File: config.mk
export PLATFORM = sky130hd
export DESIGN_NAME = cont_assign_sampler
export DESIGN_NICKNAME = d
export VERILOG_FILES = /design/src/rtl/cas_pkg.sv /design/src/rtl/cas_history.sv /design/src/rtl/cont_assign_sampler.sv
export SDC_FILE = /design/constraint.sdc
export NUM_CORES = 1
export LEC_CHECK = 0
export ABC_AREA = 1
export CAP_MARGIN = 20
export CORE_ASPECT_RATIO = 0.9
export CORE_MARGIN = 3
export CORE_UTILIZATION = 25
export CTS_CLUSTER_DIAMETER = 40
export DETAILED_ROUTE_END_ITERATION = 6
export PLACE_DENSITY = 0.53
export SYNTH_ARGS = -nofsm -noshare
export SYNTH_HDL_FRONTEND = slang
export SYNTH_SLANG_ARGS = --single-unit
File: constraint.sdc
create_clock -name clk -period 1.8 [get_ports clk]
set_input_delay 0.36 -clock clk [delete_from_list [all_inputs] [get_ports clk]]
set_output_delay 0.36 -clock clk [all_outputs]
set_load 0.01 [all_outputs]
File: src/rtl/cas_pkg.sv
// Shared types and helpers for the continuous-assignment sampler.
package cas_pkg;

    typedef enum logic [1:0] {IDLE, ARM, CAPTURE, DONE} cas_state_t;

    // Width of a counter that must hold 0..window inclusive.
    function automatic int cnt_w(input int window);
        return $clog2(window + 1);
    endfunction

endpackage

File: src/rtl/cas_history.sv
// DEPTH-entry shift register of {net, var} samples, newest at index 0,
// with a combinational read port.
module cas_history
    import cas_pkg::*;
#(
    parameter int WIDTH = 1,
    parameter int DEPTH = 8
) (
    input  logic                     clk,
    input  logic                     rst_n,
    input  logic                     clr,
    input  logic                     shift,
    input  logic [WIDTH-1:0]         net_in,
    input  logic [WIDTH-1:0]         var_in,
    input  logic [$clog2(DEPTH)-1:0] hist_idx,
    output logic [WIDTH-1:0]         hist_net,
    output logic [WIDTH-1:0]         hist_var
);

    logic [DEPTH-1:0][WIDTH-1:0] net_q;
    logic [DEPTH-1:0][WIDTH-1:0] var_q;

    for (genvar i = 0; i < DEPTH; i++) begin : g_entry
        logic [WIDTH-1:0] net_d;
        logic [WIDTH-1:0] var_d;

        if (i == 0) begin : g_head
            assign net_d = net_in;
            assign var_d = var_in;
        end else begin : g_tail
            assign net_d = net_q[i-1];
            assign var_d = var_q[i-1];
        end

        always_ff @(posedge clk or negedge rst_n) begin
            if (!rst_n) begin
                net_q[i] <= '0;
                var_q[i] <= '0;
            end else if (clr) begin
                net_q[i] <= '0;
                var_q[i] <= '0;
            end else if (shift) begin
                net_q[i] <= net_d;
                var_q[i] <= var_d;
            end
        end
    end

    // Indices past the last entry (non power-of-two DEPTH) read as zero.
    always_comb begin
        hist_net = '0;
        hist_var = '0;
        if (int'(hist_idx) < DEPTH) begin
            hist_net = net_q[hist_idx];
            hist_var = var_q[hist_idx];
        end
    end

endmodule

File: src/rtl/cont_assign_sampler.sv
// Samples net- and variable-path copies of one stimulus over a fixed window,
// counts changes per path and timestamps the first disagreement.
// Optional history capture is enabled with `define CAS_HISTORY_EN (needs DEPTH >= 2).
module cont_assign_sampler
    import cas_pkg::*;
#(
    parameter int WIDTH  = 1,
    parameter int WINDOW = 16,
    parameter int DEPTH  = 8
) (
    input  logic                       clk,
    input  logic                       rst_n,
    input  logic                       start,
    input  logic [WIDTH-1:0]           net_in,
    input  logic [WIDTH-1:0]           var_in,
    output logic                       busy,
    output logic                       done,
    output logic                       mismatch,
    output logic [cnt_w(WINDOW)-1:0]   first_mm_idx,
    output logic [cnt_w(WINDOW)-1:0]   net_chg_cnt,
    output logic [cnt_w(WINDOW)-1:0]   var_chg_cnt
`ifdef CAS_HISTORY_EN
    ,
    input  logic [$clog2(DEPTH)-1:0]   hist_idx,
    output logic [WIDTH-1:0]           hist_net,
    output logic [WIDTH-1:0]           hist_var
`endif
);

    localparam int                 CNT_W   = cnt_w(WINDOW);
    localparam logic [CNT_W-1:0]   ONE     = CNT_W'(1);
    localparam logic [CNT_W-1:0]   LAST    = CNT_W'(WINDOW - 1);
    localparam logic [CNT_W-1:0]   NO_MM   = CNT_W'(WINDOW);

    cas_state_t       state;
    logic [CNT_W-1:0] cyc;
    logic [WIDTH-1:0] prev_net;
    logic [WIDTH-1:0] prev_var;

    always_ff @(posedge clk or negedge rst_n) begin
        if (!rst_n) begin
            state        <= IDLE;
            busy         <= 1'b0;
            done         <= 1'b0;
            mismatch     <= 1'b0;
            first_mm_idx <= '0;
            net_chg_cnt  <= '0;
            var_chg_cnt  <= '0;
            cyc          <= '0;
            prev_net     <= '0;
            prev_var     <= '0;
        end else begin
            done <= 1'b0;
            unique case (state)
                IDLE: begin
                    if (start) begin
                        state <= ARM;
                        busy  <= 1'b1;
                    end
                end
                ARM: begin
                    net_chg_cnt  <= '0;
                    var_chg_cnt  <= '0;
                    mismatch     <= 1'b0;
                    first_mm_idx <= NO_MM;
                    cyc          <= '0;
                    prev_net     <= net_in;
                    prev_var     <= var_in;
                    state        <= CAPTURE;
                end
                CAPTURE: begin
                    if (net_in != prev_net) net_chg_cnt <= net_chg_cnt + ONE;
                    if (var_in != prev_var) var_chg_cnt <= var_chg_cnt + ONE;
                    prev_net <= net_in;
                    prev_var <= var_in;
                    // Only the first disagreement in the window is timestamped.
                    if (net_in != var_in) begin
                        mismatch <= 1'b1;
                        if (!mismatch) first_mm_idx <= cyc;
                    end
                    cyc <= cyc + ONE;
                    if (cyc == LAST) begin
                        state <= DONE;
                        busy  <= 1'b0;
                        done  <= 1'b1;
                    end
                end
                DONE: state <= IDLE;
                default: state <= IDLE;
            endcase
        end
    end

`ifdef CAS_HISTORY_EN
    cas_history #(
        .WIDTH (WIDTH),
        .DEPTH (DEPTH)
    ) u_history (
        .clk      (clk),
        .rst_n    (rst_n),
        .clr      (state == ARM),
        .shift    (state == CAPTURE),
        .net_in   (net_in),
        .var_in   (var_in),
        .hist_idx (hist_idx),
        .hist_net (hist_net),
        .hist_var (hist_var)
    );
`else
    // History depth has no meaning without the history store.
    if (DEPTH < 1) begin : g_depth_unused
    end
`endif

endmodule

==> run_1/met3.png <==
Scale: 3 px per micron.
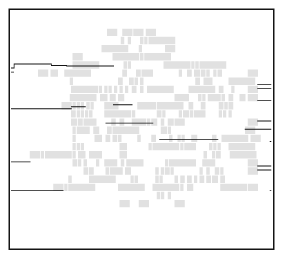
- share of all routed wire: 5.2%
- main direction: horizontal
- nets with wire on the layer: 17
- wire length on this layer: 161 microns
- longest straight run: 20.0 microns
met3 Track Usage GR: 2.89%
DRT Wirelength: 3080 microns

==> run_1/final_congestion.png <==
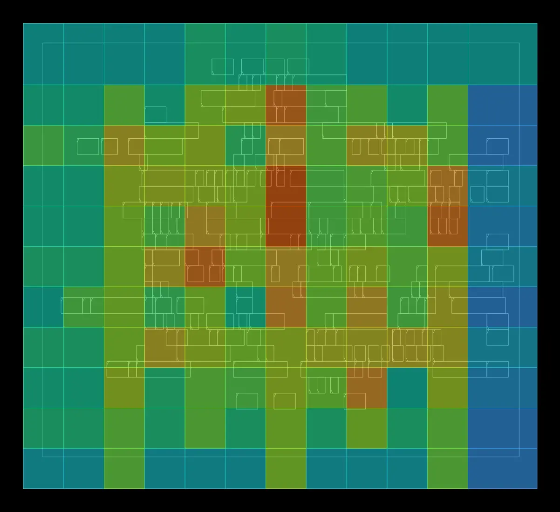
grt met2 use: 14.8%
gr busiest metal: met2
Layout Utilization: 32.1%
grt met1 use: 12.8%
GRT Overall Usage: 9.36%

==> run_1/metal_stack.png <==
Scale: 3 px per micron.
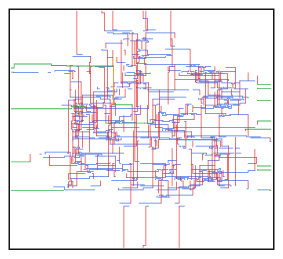
- met2: red (wire length 1310 microns)
- met3: green (wire length 161 microns)
- met4: orange (wire length 12.9 microns)
- met1: blue (wire length 1590 microns)
detailed-route via count: 1215
DR WL/cell: 10.9 microns

==> reports/metrics.csv, run 1 <==
stage,metric,value,unit
synthesis,top_logic_kind,simple AND/OR/NAND/NOR gates,
power,netSwitchingFraction,44.0,%
critical_path,critPathCaptureType,output port,
finish,layout-drive-gt1-share,10.8,%
critical_path,path_delay_family,buffers and inverters,
floorplan,die_h,79.5,microns
finish,clock_buffers,3,
final_timing,rsz0062_at_grt,no,
critical_path,cp.required,1440,ps
power,clockPowerShare,13.2,%
final_timing,fin_hold_ws,445,ps
finish,comb_area,693,sq um
critical_path,startpoint_type,flip-flop,
finish,sh_seq_area,36.5,%
final_timing,tns,0,ps
power,p_int,1.53,mW
finish,fillers,605,
placement,hpwl,2240,microns
routing,drt-initial-drc-count,59,
synthesis,ys_seq_share,45.0,%
power,power.density,1480,nW/um^2
final_timing,finalWorstSetupSlack,93.0,ps
critical_path,cp_num_buf_inv,1,
floorplan,tap_cells,70,
final_timing,worst_pin_slew,354,ps
routing,ant_nets,0,
clock_tree,cts_resized,0,
power,total_power,2.73,mW
outcome,status,"finished, final reports clean",
grt,grt_pass1_vias,1096,
synthesis,synth_cell_type_count,27,
power,p_seq_share,36.6,%
grt,antenna_found_initial,0,
clock_tree,clockBufferDepth,2,
clock_tree,clkTransAtPathRegs,100,ps
routing,drc,0,
power,top_power_group,combinational logic,
finish,layout.cells.non_filler,282,
final_timing,period_needed,1710,ps
synthesis,ys_sh_mux,0,%
power,clk-power,0.359,mW
finish,syn2layout_area_growth,23.2,%
synthesis,ys_warn_count,0,
finish,buf_share,13.5,%
clock_tree,ctsHoldBuffers,0,
placement,placed_cell_area,1800,sq um
routing,wl_met1,1590,microns
clock_tree,cts-root-buf,clkbuf_8,
final_timing,fin_skew,11.1,ps
floorplan,core_area,5760,sq um
finish,final_area,1850,sq um
final_timing,setup_viol,0,
synthesis,syn_nets,198,
run 1: path summary, 6_finish.rpt:
check,start,end,slack [ps],cells after the start
min reg2reg,first_mm_idx[3]$_DFFE_PN0P_,first_mm_idx[3]$_DFFE_PN0P_,490,2
min in group clk,first_mm_idx[3]$_DFFE_PN0P_,first_mm_idx[3]$_DFFE_PN0P_,490,2
max in group asynchronous,rst_n,state[0]$_DFFE_PN0P_,1090,2
min,rst_n,first_mm_idx[4]$_DFFE_PN0P_,440,2
max reg2reg,cyc[0]$_DFFE_PN0P_,busy$_DFFE_PN0P_,280,9
max,var_chg_cnt[2]$_DFFE_PN0P_,var_chg_cnt[2],90,1
run 1: synth_stat cells:
| library cell | n | share of area, % |
|---|---|---|
| o22ai_1 | 1 | 0.42 |
| buf_4 | 1 | 0.50 |
| nor2_4 | 2 | 1.5 |
| nor2_1 | 6 | 1.5 |
| nand2_2 | 7 | 2.9 |
| nand3_2 | 1 | 0.67 |
| o21ai_1 | 1 | 0.33 |
| clkinv_1 | 2 | 0.50 |
| buf_2 | 1 | 0.33 |
| nand3_1 | 27 | 9.0 |
| nand2_4 | 1 | 0.75 |
| o21ai_4 | 1 | 1.1 |
| ha_1 | 7 | 5.8 |
| and3_1 | 1 | 0.42 |
| nor2_2 | 1 | 0.42 |
| xor2_1 | 1 | 0.58 |
| o211ai_1 | 1 | 0.50 |
| buf_8 | 1 | 1.0 |
| nand2_1 | 59 | 15 |
| a21oi_1 | 3 | 1.0 |
| inv_2 | 1 | 0.25 |
| nand4_1 | 4 | 1.7 |
| dfrtp_1 | 27 | 45 |
| inv_1 | 22 | 5.5 |
| buf_6 | 1 | 0.75 |
| nand3_4 | 1 | 1.2 |
| o21ai_0 | 5 | 1.7 |
==> run 2: changes to the inputs <==
--- a/config.mk
+++ b/config.mk
@@ -9,10 +9,11 @@
 export CAP_MARGIN = 20
 export CORE_ASPECT_RATIO = 0.9
 export CORE_MARGIN = 3
-export CORE_UTILIZATION = 25
+export CORE_UTILIZATION = 45
 export CTS_CLUSTER_DIAMETER = 40
 export DETAILED_ROUTE_END_ITERATION = 6
-export PLACE_DENSITY = 0.53
+export PLACE_DENSITY = 0.79
 export SYNTH_ARGS = -nofsm -noshare
 export SYNTH_HDL_FRONTEND = slang
+export SYNTH_HIERARCHICAL = 1
 export SYNTH_SLANG_ARGS = --single-unit
==> run_2/metal_stack.png <==
Scale: 4 px per micron.
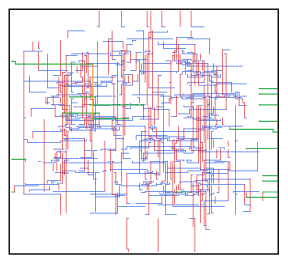
- met3: green (wire length 122 microns)
- met4: orange (wire length 21.1 microns)
- met2: red (wire length 1370 microns)
- met1: blue (wire length 1290 microns)
detailed-route via count: 1245
GRT Overall Usage: 16.3%

==> run_2/final_congestion.png <==
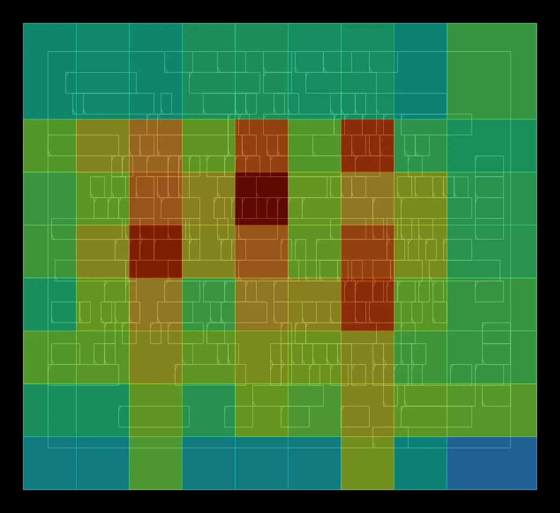
DR WL/cell: 11.1 microns
grt met2 use: 28.2%

==> run 2 against run 1 <==
First-iteration DRC count grew 37%. Cell area shrank 2.3%. Core utilization grew 26 points. Largest power group unchanged. Total power shrank 1.5%. Area after synthesis is the same. Die area shrank 42%. Hold slack gained 6.9 ps. Critical path depth is the same. Highest routed layer unchanged. Largest cell class unchanged. Worst setup slack gained 9.7 ps. Non-clock buffer count shrank 1. Global-route usage grew 6.9 points.
==> reports/metrics.csv, run 2 <==
stage,metric,value,unit,change
outcome,status,"finished, final reports clean",,
critical_path,cp.required,1440,ps,about the same
final_timing,finalWorstSetupSlack,103,ps,+9.72 ps
synthesis,ys_sh_aoi,5.00,%,
clock_tree,clk_latency,280,ps,
final_timing,tns,0,ps,unchanged
routing,wirelength,2800,microns,-8.9%
critical_path,path_delay_family,buffers and inverters,,
clock_tree,cts_setup_buffers,0,,
grt,grtUsageMet1,20.3,%,+7.5 points
floorplan,chipArea,4070,sq um,
critical_path,startpoint_type,flip-flop,,
run,cap_viol_max_count,0,,
power,p_seq_share,37.1,%,+0.5 points
grt,antenna_found_initial,0,,unchanged
final_timing,period_needed,1700,ps,-9.72 ps
synthesis,topCellsByArea,"dfrtp_1 (45%), nand2_1 (15%), nand3_1 (9.0%)",,
synthesis,top_logic_kind,simple AND/OR/NAND/NOR gates,,
final_timing,fmax,589,MHz,
grt,grt_overflow,0,,
critical_path,critPathCaptureType,output port,,
placement,hpwl,2080,microns,-7.3%
synthesis,ff_type,dfrtp_1,,
synthesis,yosys-stat-cells,186,,
final_timing,setup_viol,0,,unchanged
floorplan,ios,23,,
power,clk-power,0.353,mW,-2%
synthesis,synthArstFlopShare,100,%,unchanged
final_timing,fin_skew,9.22,ps,-1.87 ps
run,warnings,28,,
synthesis,most_common_cell,nand2_1,,
routing,drc,0,,unchanged
synthesis,edf_count,0,,unchanged
finish,layout-drive-gt1-share,10.4,%,-0.42 points
synthesis,ys_top_cells_by_count,"nand2_1 (59), dfrtp_1 (27), nand3_1 (27), inv_1 (22)",,
power,top_power_group,combinational logic,,
power,combPwrFrac,49.7,%,
finish,lay_top_count,nand2_1,,
routing,drt-initial-drc-count,81,,+37%
clock_tree,ctsHoldBuffers,0,,unchanged
grt,met3_usage,4.26,%,+1.4 points
clock_tree,cts_resized,0,,unchanged
synthesis,syn_nets,198,,unchanged
synthesis,synth_top_cell_by_area,dfrtp_1,,
grt,gr-max-usage-layer,met2,,
floorplan,core_area,3110,sq um,-46%
power,p_int,1.51,mW,-1.5%
finish,syn2layout_area_growth,20.3,%,
synthesis,ys_sh_mux,0,%,unchanged
final_timing,rsz0062_at_grt,no,,
final_timing,worst_pin_slew,345,ps,-9.03 ps
synthesis,synth_cell_type_count,27,,unchanged
power,power.density,1490,nW/um^2,+0.80%
synthesis,yosysTopAreaCellShare,45.0,%,unchanged
synthesis,synth_area_per_cell,8.07,sq um,
clock_tree,clkTransAtPathRegs,100,ps,about the same
synthesis,ys_seq_share,45.0,%,unchanged
clock_tree,cts-root-buf,clkbuf_8,,
floorplan,die_h,60.8,microns,-24%
clock_tree,clockBufferDepth,2,,unchanged
power,netSwitchingFraction,44.0,%,about the same
routing,ant_nets,0,,unchanged
final_timing,final-hold-violation-count,0,,
power,powerSeq,0.998,mW,
grt,grt_pass1_vias,1193,,+8.9%
synthesis,xor_share,0.583,%,
power,total_power,2.69,mW,-1.5%
synthesis,ys_warn_count,6,,+6
critical_path,cp_num_buf_inv,1,,unchanged
final_timing,layout_worst_path_cycle_share,94.3,%,
placement,dp_slack,252,ps,
power,clockPowerShare,13.1,%,about the same
-- run 2: netlist changes by cell type in the layout (fill, tap and decap cells not counted) --
| cell | previous run | this run |
|---|---|---|
| buf_4 | 4 | 3 |
-- run 2: kinds of logic after synthesis --
kind of cell / after synthesis
compound gates: 12
simple gates: 110
buf+inv: 29
flops: 27
xor+xnor: 1
fa+ha+maj: 7
-- run 2: layout make-up --
cell class,instances,area (sq um)
Sequential cell,27,676
Multi-Input combinational cell,130,693
Clock buffer,3,41.3
Clock inverter,1,7.51
Inverter,25,93.8
Timing Repair Buffer,25,243
Fill cell,282,1310
Tap cell,42,52.6
-- run 2: path summary, 6_finish.rpt --
path                                        startpoint                          end  slack [ps]  depth (start not counted)
max                         var_chg_cnt[2]$_DFFE_PN0P_               var_chg_cnt[2]         100                          1
min                                              rst_n   var_chg_cnt[1]$_DFFE_PN0P_         450                          2
max reg2reg                         cyc[0]$_DFFE_PN0P_             busy$_DFFE_PN0P_         240                          9
min reg2reg                first_mm_idx[0]$_DFFE_PN0P_  first_mm_idx[0]$_DFFE_PN0P_         480                          2
max in group asynchronous                        rst_n  first_mm_idx[0]$_DFFE_PN0P_        1080                          2
min in group clk           first_mm_idx[0]$_DFFE_PN0P_  first_mm_idx[0]$_DFFE_PN0P_         480                          2
-- run 2: metrics by stage --
stage | cell area [sq um] | instances | util (%) | hold WS (ps)
3_5_place_dp | 1760 | 249 | 56.4 | 459
5_1_grt | 1810 | 253 | 58.0 | 480
6_report | 1810 | 253 | 58.0 | 452
2_1_floorplan | 1500 | 186 | - | 64.4
4_1_cts | 1810 | 253 | 58.0 | 466
3_3_place_gp | 1760 | 249 | 56.4 | 460
-- run 2: layer usage --
layer  vias up  part of all wire [%]
met5         -                     0
met4         0                  0.75
met3         4                   4.3
met2        23                    49
met1       578                    46
li1        640                     -
Power figures rest on the tool's default switching activity, not on a simulated workload.
